--- src/rtl/aes_mm_ctrl_regfile_pkg.sv ---
//----------------------------------------------------------------------------
// aes_pack : shared types and constants for the AES message register file
// Rev 1.0
//----------------------------------------------------------------------------
`default_nettype none

package aes_pack;

  localparam int ADDRESS_SIZE      = 8;
  localparam int REG_SIZE          = 32;
  localparam int WORD_COUNTER_SIZE = 16;

  typedef enum logic [1:0] {
    IDLE  = 2'd0,
    START = 2'd1,
    BUSY  = 2'd2,
    DONE  = 2'd3
  } ch_state_t;

  localparam logic [1:0] REG_CTRL      = 2'd0;
  localparam logic [1:0] REG_WORDS_OUT = 2'd1;
  localparam logic [1:0] REG_ADDER     = 2'd2;
  localparam logic [1:0] REG_REMOVER   = 2'd3;

  localparam int CTRL_START    = 0;
  localparam int CTRL_CLR_DONE = 1;
  localparam int CTRL_CLR_ERR  = 2;

  localparam logic [7:0] ID_MAGIC = 8'hAE;

  function automatic logic is_busy(input ch_state_t s);
    return (s == START) || (s == BUSY);
  endfunction

endpackage

`default_nettype wire

--- src/rtl/aes_mm_ctrl_regfile_channel.sv ---
//----------------------------------------------------------------------------
// aes_msg_channel : one message channel - start/busy/done FSM, word count, err
// Rev 1.0
//----------------------------------------------------------------------------
`default_nettype none

module aes_msg_channel
  import aes_pack::*;
#(
  parameter int CNT_W = WORD_COUNTER_SIZE
) (
  input  logic             clk,
  input  logic             rst_n,
  input  logic             i_ctrl_we,
  input  logic [2:0]       i_ctrl_wdata,
  input  logic             i_words_we,
  input  logic [CNT_W-1:0] i_words_wdata,
  input  logic [CNT_W-1:0] i_remover_cnt,
  output logic             o_start,
  output logic [CNT_W-1:0] o_words,
  output logic             o_busy,
  output logic             o_done,
  output logic             o_err,
  output ch_state_t        o_state
);

  ch_state_t        state_d, state_q;
  logic [CNT_W-1:0] words_d, words_q;
  logic             err_d, err_q;
  logic             w_start, w_clr_done, w_clr_err;

  always_comb begin
    state_d    = state_q;
    words_d    = words_q;
    err_d      = err_q;
    w_start    = i_ctrl_we & i_ctrl_wdata[CTRL_START];
    w_clr_done = i_ctrl_we & i_ctrl_wdata[CTRL_CLR_DONE];
    w_clr_err  = i_ctrl_we & i_ctrl_wdata[CTRL_CLR_ERR];

    // Clear first so a same-write error condition still leaves err set.
    if (w_clr_err) err_d = 1'b0;

    if (i_words_we) begin
      if (is_busy(state_q)) err_d = 1'b1;
      else                  words_d = i_words_wdata;
    end

    case (state_q)
      IDLE, DONE: begin
        if (w_start && (words_q != '0)) begin
          state_d = START;
        end else begin
          if (w_start) err_d = 1'b1;
          if (w_clr_done && (state_q == DONE)) state_d = IDLE;
        end
      end
      START: begin
        if (w_start) err_d = 1'b1;
        state_d = BUSY;
      end
      BUSY: begin
        if (w_start) err_d = 1'b1;
        if (i_remover_cnt >= words_q) state_d = DONE;
      end
      default: state_d = IDLE;
    endcase
  end

  always_ff @(posedge clk or negedge rst_n) begin
    if (!rst_n) begin
      state_q <= IDLE;
      words_q <= '0;
      err_q   <= 1'b0;
    end else begin
      state_q <= state_d;
      words_q <= words_d;
      err_q   <= err_d;
    end
  end

  assign o_start = (state_q == START);
  assign o_words = words_q;
  assign o_busy  = is_busy(state_q);
  assign o_done  = (state_q == DONE);
  assign o_err   = err_q;
  assign o_state = state_q;

endmodule

`default_nettype wire

--- src/rtl/aes_mm_ctrl_regfile.sv ---
//----------------------------------------------------------------------------
// aes_mm_ctrl_regfile : Avalon-MM register file for CHANNELS AES message channels
// Rev 1.0
//----------------------------------------------------------------------------
`default_nettype none

module aes_mm_ctrl_regfile
  import aes_pack::*;
#(
  parameter int CHANNELS     = 2,
  parameter int READ_LATENCY = 1,
  parameter int ADDR_W       = ADDRESS_SIZE,
  parameter int DATA_W       = REG_SIZE,
  parameter int CNT_W        = WORD_COUNTER_SIZE
) (
  input  logic                      clk,
  input  logic                      rst_n,
  input  logic [ADDR_W-1:0]         mm_master_address,
  input  logic                      mm_master_write,
  input  logic [DATA_W-1:0]         mm_master_writedata,
  input  logic                      mm_master_read,
  output logic                      mm_master_readdatavalid,
  output logic [DATA_W-1:0]         mm_master_readdata,
  output logic                      mm_master_waitrequest,
  output logic [CHANNELS-1:0]       msg_start,
  output logic [CHANNELS*CNT_W-1:0] msg_words_out,
  input  logic [CHANNELS*CNT_W-1:0] msg_words_in_adder,
  input  logic [CHANNELS*CNT_W-1:0] msg_words_in_remover
);

  localparam int                c_ahi_w       = ADDR_W - 2;
  localparam logic [31:0]       c_id          = {ID_MAGIC, 8'(CHANNELS), 8'(READ_LATENCY), 8'h02};
  localparam logic [ADDR_W-1:0] c_id_addr     = ADDR_W'(CHANNELS * 4);
  localparam logic [ADDR_W-1:0] c_status_addr = ADDR_W'(CHANNELS * 4 + 1);

  logic                    wait_d, wait_q;
  logic                    w_wr_acc, w_rd_acc;
  logic [DATA_W-1:0]       w_rdata;
  logic [CHANNELS+7:0]     w_status;
  logic [CHANNELS-1:0]     w_ctrl_we, w_words_we;
  logic [CHANNELS-1:0]     w_busy, w_done, w_err;
  logic [CNT_W-1:0]        w_words [CHANNELS];
  ch_state_t               w_state [CHANNELS];
  logic [READ_LATENCY-1:0] rvalid_d, rvalid_q;
  logic [DATA_W-1:0]       rdata_d [READ_LATENCY];
  logic [DATA_W-1:0]       rdata_q [READ_LATENCY];
  logic                    w_unused_wdata;

  assign w_unused_wdata = ^mm_master_writedata[DATA_W-1:CNT_W];

  // Write beats read when both strobes arrive together.
  assign w_wr_acc = mm_master_write & ~wait_q;
  assign w_rd_acc = mm_master_read & ~mm_master_write & ~wait_q;
  assign wait_d   = 1'b0;

  always_comb begin
    w_rdata    = '0;
    w_ctrl_we  = '0;
    w_words_we = '0;
    w_status   = '0;
    w_status[CHANNELS-1:0]  = w_busy;
    w_status[CHANNELS+7:8]  = w_done;
    for (int c = 0; c < CHANNELS; c++) begin
      if (mm_master_address[ADDR_W-1:2] == c_ahi_w'(c)) begin
        w_ctrl_we[c]  = w_wr_acc & (mm_master_address[1:0] == REG_CTRL);
        w_words_we[c] = w_wr_acc & (mm_master_address[1:0] == REG_WORDS_OUT);
        case (mm_master_address[1:0])
          REG_CTRL:      w_rdata = DATA_W'({1'b0, w_state[c], w_err[c], w_done[c], w_busy[c]});
          REG_WORDS_OUT: w_rdata = DATA_W'(w_words[c]);
          REG_ADDER:     w_rdata = DATA_W'(msg_words_in_adder[c*CNT_W +: CNT_W]);
          REG_REMOVER:   w_rdata = DATA_W'(msg_words_in_remover[c*CNT_W +: CNT_W]);
          default:       w_rdata = '0;
        endcase
      end
    end
    if (mm_master_address == c_id_addr)     w_rdata = DATA_W'(c_id);
    if (mm_master_address == c_status_addr) w_rdata = DATA_W'(w_status);
  end

  generate
    for (genvar g = 0; g < CHANNELS; g++) begin : g_ch
      aes_msg_channel #(
        .CNT_W (CNT_W)
      ) u_ch (
        .clk           (clk),
        .rst_n         (rst_n),
        .i_ctrl_we     (w_ctrl_we[g]),
        .i_ctrl_wdata  (mm_master_writedata[2:0]),
        .i_words_we    (w_words_we[g]),
        .i_words_wdata (mm_master_writedata[CNT_W-1:0]),
        .i_remover_cnt (msg_words_in_remover[g*CNT_W +: CNT_W]),
        .o_start       (msg_start[g]),
        .o_words       (w_words[g]),
        .o_busy        (w_busy[g]),
        .o_done        (w_done[g]),
        .o_err         (w_err[g]),
        .o_state       (w_state[g])
      );
      assign msg_words_out[g*CNT_W +: CNT_W] = w_words[g];
    end
  endgenerate

  // Read data is captured at acceptance and then only shifted.
  always_comb begin
    rvalid_d    = '0;
    rvalid_d[0] = w_rd_acc;
    rdata_d[0]  = w_rdata;
    for (int i = 1; i < READ_LATENCY; i++) begin
      rvalid_d[i] = rvalid_q[i-1];
      rdata_d[i]  = rdata_q[i-1];
    end
  end

  always_ff @(posedge clk or negedge rst_n) begin
    if (!rst_n) begin
      wait_q   <= 1'b1;
      rvalid_q <= '0;
      for (int i = 0; i < READ_LATENCY; i++) rdata_q[i] <= '0;
    end else begin
      wait_q   <= wait_d;
      rvalid_q <= rvalid_d;
      for (int i = 0; i < READ_LATENCY; i++) rdata_q[i] <= rdata_d[i];
    end
  end

  assign mm_master_waitrequest   = wait_q;
  assign mm_master_readdatavalid = rvalid_q[READ_LATENCY-1];
  assign mm_master_readdata      = rdata_q[READ_LATENCY-1];

endmodule

`default_nettype wire

--- config.mk ---
export PLATFORM = sky130hd
export DESIGN_NAME = aes_mm_ctrl_regfile
export DESIGN_NICKNAME = d
export VERILOG_FILES = /design/src/rtl/aes_mm_ctrl_regfile_pkg.sv /design/src/rtl/aes_mm_ctrl_regfile_channel.sv /design/src/rtl/aes_mm_ctrl_regfile.sv
export SDC_FILE = /design/constraint.sdc
export NUM_CORES = 1
export LEC_CHECK = 0
export ABC_AREA = 0
export CAP_MARGIN = 20
export CORE_AREA = 4 4 92 129
export DETAILED_ROUTE_END_ITERATION = 8
export DIE_AREA = 0 0 96 133
export PLACE_DENSITY = 0.77
export SYNTH_ARGS = -nofsm -noshare
export SYNTH_HDL_FRONTEND = slang
export SYNTH_SLANG_ARGS = --single-unit
export TNS_END_PERCENT = 1
--- constraint.sdc ---
create_clock -name clk -period 1.9 [get_ports clk]
set_clock_uncertainty 0.05 [all_clocks]
set_input_delay 0.38 -clock clk [delete_from_list [all_inputs] [get_ports clk]]
set_output_delay 0.38 -clock clk [all_outputs]
set_load 0.05 [all_outputs]
==> results_dict.tcl, run 1 <==
# metrics dict for downstream scripts
set metrics [dict create \
    outcome "complete, but fails checks" \
    violations "negative hold slack" \
    design_area_mm2 0.00671 \
    p_comb_frac 0.306 \
    crit_slowest_cell "dfrtp_2" \
    setup_viol 0 \
    max_stage_delay_ns 0.40 \
    ys_seq_frac 0.347 \
    ant_nets 0 \
    holdWs_ns -0.0117 \
    path_delay_family "AND-OR/OR-AND gates" \
    r2r_slack_ns 0.05 \
    hold_viol_final 5 \
    simple_gate_share 0.132 \
    die_w_um 96 \
    mux_share 0.125 \
    clkTransAtPathRegs_ns 0.05 \
    wl_per_cell_um 19.3 \
    met2WireLength_um 7970 \
    setup.worst_path.end_class "flop" \
    grt_max_degree 58 \
]
## run 1: cell type report
cell class              count  share of cell area
clock inverters             5              0.0116
multi-input cells         302               0.390
inverters                  41              0.0229
repair buffers            218               0.294
well taps                 141              0.0263
flip-flops and latches     57               0.218
clock buffers              11              0.0377
## run 1: repair_timing
item,4_1_cts,5_1_grt
hold buffers,0,0
cloned,1,2
pin swaps,27,20
buffers inserted,6,6
resized,37,39
setup endpoints to repair,34,34
## run 1: cells by family after synthesis
group           Yosys count
xor+xnor                  1
mux                      38
flops                    57
simple gates            101
other cells               1
buf+inv                  81
compound gates          113
fa+ha+maj                38
Fig. 1: run 1, signal wires by layer
Bar = 20 µm.
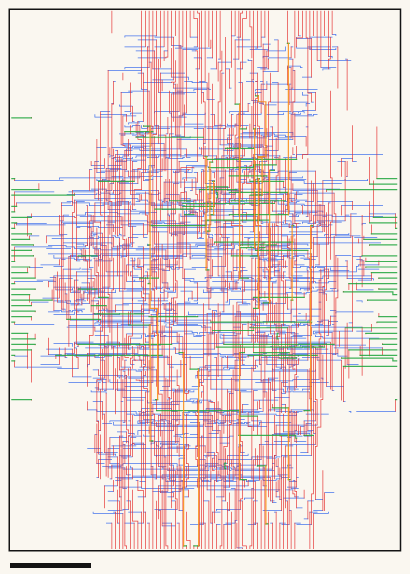
layer	color	wire length
met1	blue	5460 µm
met3	green	974 µm
met4	orange	577 µm
met2	red	7970 µm
Total GRT Usage: 0.229
final WL: 15000 µm

Fig. 2: run 1, congestion heat map
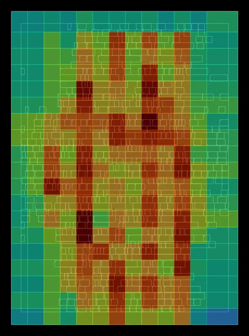
Core Util, Final: 0.624
met2 usage: 0.395
met1 usage: 0.277
met3 usage: 0.0262
GRT busiest layer: met2

Fig. 3: run 1, gate-type map
Bar = 20 µm.
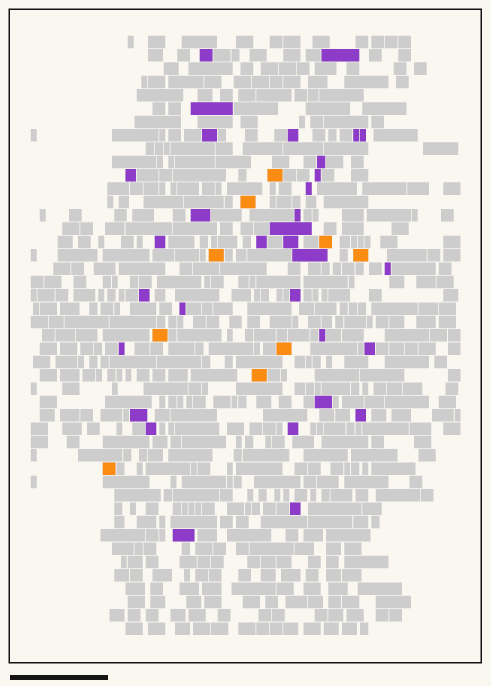
family	color	cells	most used
AND-OR and OR-AND gates	orange	9	o22a_1
NOR gates	purple	32	nor2_1

Fig. 4: run 1, clock network drawn from the DEF
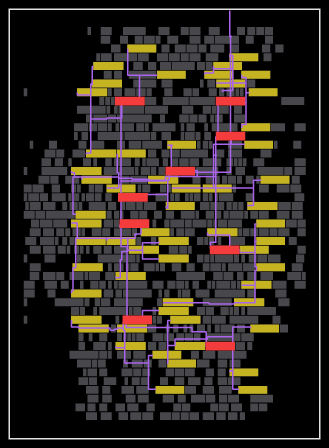

--- run 2 (diff from run 1) ---
--- a/config.mk
+++ b/config.mk
@@ -11,6 +11,7 @@
 export DETAILED_ROUTE_END_ITERATION = 8
 export DIE_AREA = 0 0 96 133
 export PLACE_DENSITY = 0.77
+export REMOVE_ABC_BUFFERS = 1
 export SYNTH_ARGS = -nofsm -noshare
 export SYNTH_HDL_FRONTEND = slang
 export SYNTH_SLANG_ARGS = --single-unit
Fig. 5: run 2, clock network drawn from the DEF
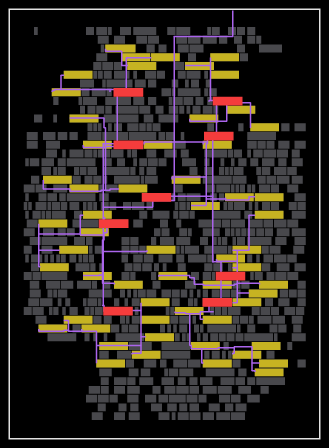
[clock wires] purple | length: 878 µm
[cells driving clock nets] red | count: 9
[flip-flops] yellow | count: 57
routed clock nets	10
clock share of power: 0.358
Worst-Skew Late Latency: 0.33 ns

==> run 2 against run 1 <==
Critical path depth unchanged. Wire length increased by 0.92%. Core utilization increased by 0.48 points. Sequential cell count unchanged. The flow finishes with violations (negative setup slack). Critical endpoint is now g_ch[1].u_ch.o_state[0]. Via count increased by 1.4%. Highest routed layer unchanged. Die size unchanged.
==> results_dict.tcl, run 2 <==
# metrics dict for downstream scripts
set metrics [dict create \
    grt_max_degree 58 \
    ys_seq_frac 0.347 \
    outcome "complete, but fails checks" \
    holdWs_ns 0.00739 \
    met3_usage 0.0301 \
    clkCellAreaFrac 0.0411 \
    grt_use_total 0.235 \
    utilization 0.629 \
    ant_nets 0 \
    well_tap_count 141 \
    clockBufferCount 11 \
    path_delay_family "AND-OR/OR-AND gates" \
    hold_viol_final 0 \
    die_w_um 96 \
    fin_ws_ns -0.0599 \
    use_met2 0.409 \
    nonClockBufferCount 239 \
    inverters 41 \
    layout.nonclk_buf_frac 0.312 \
    violations "negative setup slack" \
    max_stage_delay_ns 0.38 \
    setup_viol 3 \
]
Fig. 6: run 2, gate-type map
Bar = 20 µm.
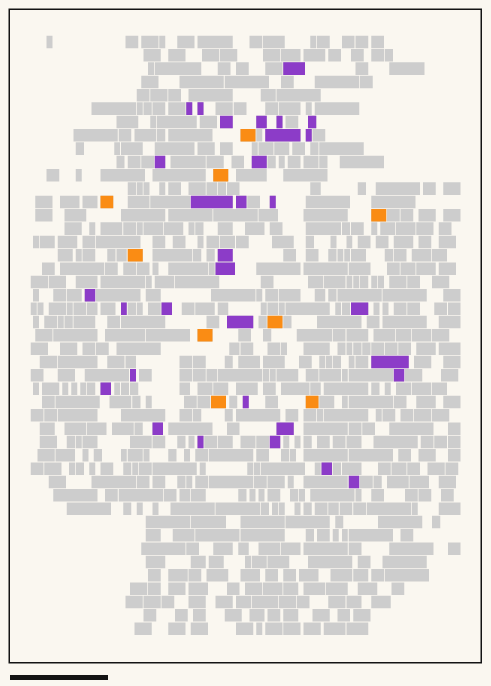
family	color	cells	most used
NOR gates	purple	32	nor2_1
AND-OR and OR-AND gates	orange	9	o22a_1
Commonest Layout Cell: buf_4
combinational share of cell area: 0.387
non-filler cells, final: 795

## run 2: cell counts after synthesis
Identical to the previous run, type by type.
## run 2: kinds of logic (layout without fill, tap and decap cells)
group | Yosys count | after routing
AND-OR/OR-AND | 113 | 113
AND/OR/NAND/NOR | 101 | 101
buffers and inverters | 81 | 295
flip-flops | 57 | 57
adder cells (fa/ha/maj) | 38 | 38
multiplexers | 38 | 38
other | 1 | 11
XOR/XNOR | 1 | 1
## run 2: power breakdown
group / switching [W] / internal (W)
registers: 0.0000413 / 0.00128
clock network: 0.000551 / 0.000999
logic: 0.000780 / 0.000682
## run 2: timing repair
action / CTS / global route
gates resized: 42 / 39
buffers inserted: 1 / 7
hold buffers: 0 / 0
pin swaps: 14 / 25
setup endpoints to repair: 39 / 48
Fig. 7: run 2, cell area per tile
10 x 13 tiles, from dark blue (low) to red (high), 0 to 100% covered.
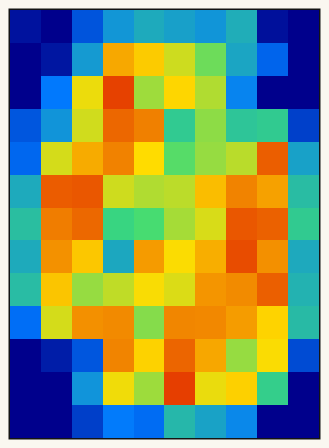

--- run 3 (diff from run 2) ---
--- a/config.mk
+++ b/config.mk
@@ -7,10 +7,11 @@
 export LEC_CHECK = 0
 export ABC_AREA = 0
 export CAP_MARGIN = 20
-export CORE_AREA = 4 4 92 129
+export CORE_AREA = 2 2 84 119
+export CTS_CLUSTER_SIZE = 28
 export DETAILED_ROUTE_END_ITERATION = 8
-export DIE_AREA = 0 0 96 133
-export PLACE_DENSITY = 0.77
+export DIE_AREA = 0 0 86 121
+export PLACE_DENSITY = 0.83
 export REMOVE_ABC_BUFFERS = 1
 export SYNTH_ARGS = -nofsm -noshare
 export SYNTH_HDL_FRONTEND = slang
==> constraint.sdc (replaced) <==
create_clock -name clk -period 2.35 [get_ports clk]
set_clock_uncertainty 0.05 [all_clocks]
set_input_delay 0.47 -clock clk [delete_from_list [all_inputs] [get_ports clk]]
set_output_delay 0.47 -clock clk [all_outputs]
set_load 0.05 [all_outputs]
Fig. 8: run 3, cell area per tile
9 x 12 tiles, from dark blue (low) to red (high), 0 to 100% covered.
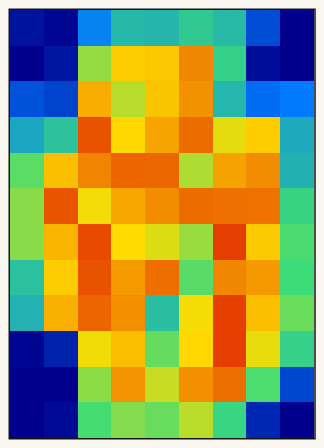
mean over tiles	57%
tiles over 75% full	41%
fullest tile	93%
nearly empty tiles	8.3%

Fig. 9: run 3, gate-type map
Bar = 20 µm.
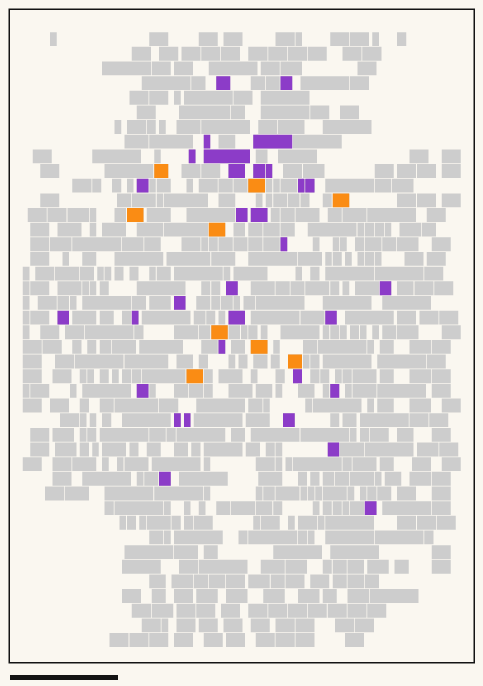
family	color	cells
AND-OR and OR-AND gates	orange	9
NOR gates	purple	32

==> run 3 against run 2 <==
The flow now finishes without violations. Total power shrank 24%. Critical path depth shrank 8. Via count shrank 4.3%. Global-route usage grew 2.6 points. Area after synthesis is the same. Register-to-register slack gained 0.30 ns. Die size shrank 18%. Sequential cell count is the same. Clock power shrank 24%. Core utilization grew 2.3 points. Count of clock-buffer cells in the layout grew 3. Cell area shrank 10%.
==> results_dict.tcl, run 3 <==
# metrics dict for downstream scripts
set metrics [dict create \
    layout.nonclk_buf_frac 0.291 \
    final_common_cell "clkdlybuf4s50_1" \
    antenna_found_initial 0 \
    yosysMostFrequentCell "dfrtp_1" \
    holdWs_ns 0.105 \
    max_slew.worst_pin.slew_ns 0.639 \
    vias 4071 \
    inverters 41 \
    nonClockBufferCount 181 \
    utilization 0.652 \
    clkLatencyLatePin_ns 0.33 \
    fin_ws_ns 0.119 \
    met3_usage 0.0429 \
    sh_comb_area 0.382 \
    m1WireLength_um 4780 \
    core_mm2 0.00930 \
    cts_root_buffer "clkbuf_16" \
    use_met2 0.471 \
    max_stage_delay_ns 0.81 \
    top_layer_used "met4" \
    outcome "complete, no violations" \
    path_delay_family "buffers and inverters" \
    grt_use_total 0.261 \
    n_antenna_cell 0 \
    well_tap_count 110 \
    io_pins 176 \
    ant_nets 0 \
    grt_max_degree 33 \
    setup_viol 0 \
    final_cells 705 \
    edf_count 0 \
    clk_path_buf_depth 2 \
    hold_viol_final 0 \
    die_w_um 86 \
    clockBufferCount 14 \
    tns_ns 0 \
    ys_seq_frac 0.347 \
]
-- run 3: timing repair --
action                                 CTS  global route
endpoints found under the hold margin    0             0
hold buffers                             0             0
resized                                  0             1
setup endpoints to repair                0             2
-- run 3: where the power goes --
group	total [W]	leakage [nW]	internal, W	switching [W]
clock	0.00118	0.129	0.000757	0.000426
sequential	0.00110	0.623	0.00103	0.0000651
combinational	0.000989	1.99	0.000464	0.000525
total	0.00327	2.74	0.00226	0.00102
-- run 3: final timing paths --
path	to	slack, ns	depth (start not counted)
max in group asynchronous	mm_master_waitrequest	1.48	2
worst min register to register	g_ch[1].u_ch.o_err	0.47	2
worst max register to register	g_ch[1].u_ch.o_state[0]	0.24	9
worst min-delay path	mm_master_readdata[29]	0.10	1
worst max-delay path	mm_master_waitrequest	0.12	1
min in group clk	g_ch[1].u_ch.o_err	0.47	2
No activity file was given, so power comes from the tool's default toggle rates.
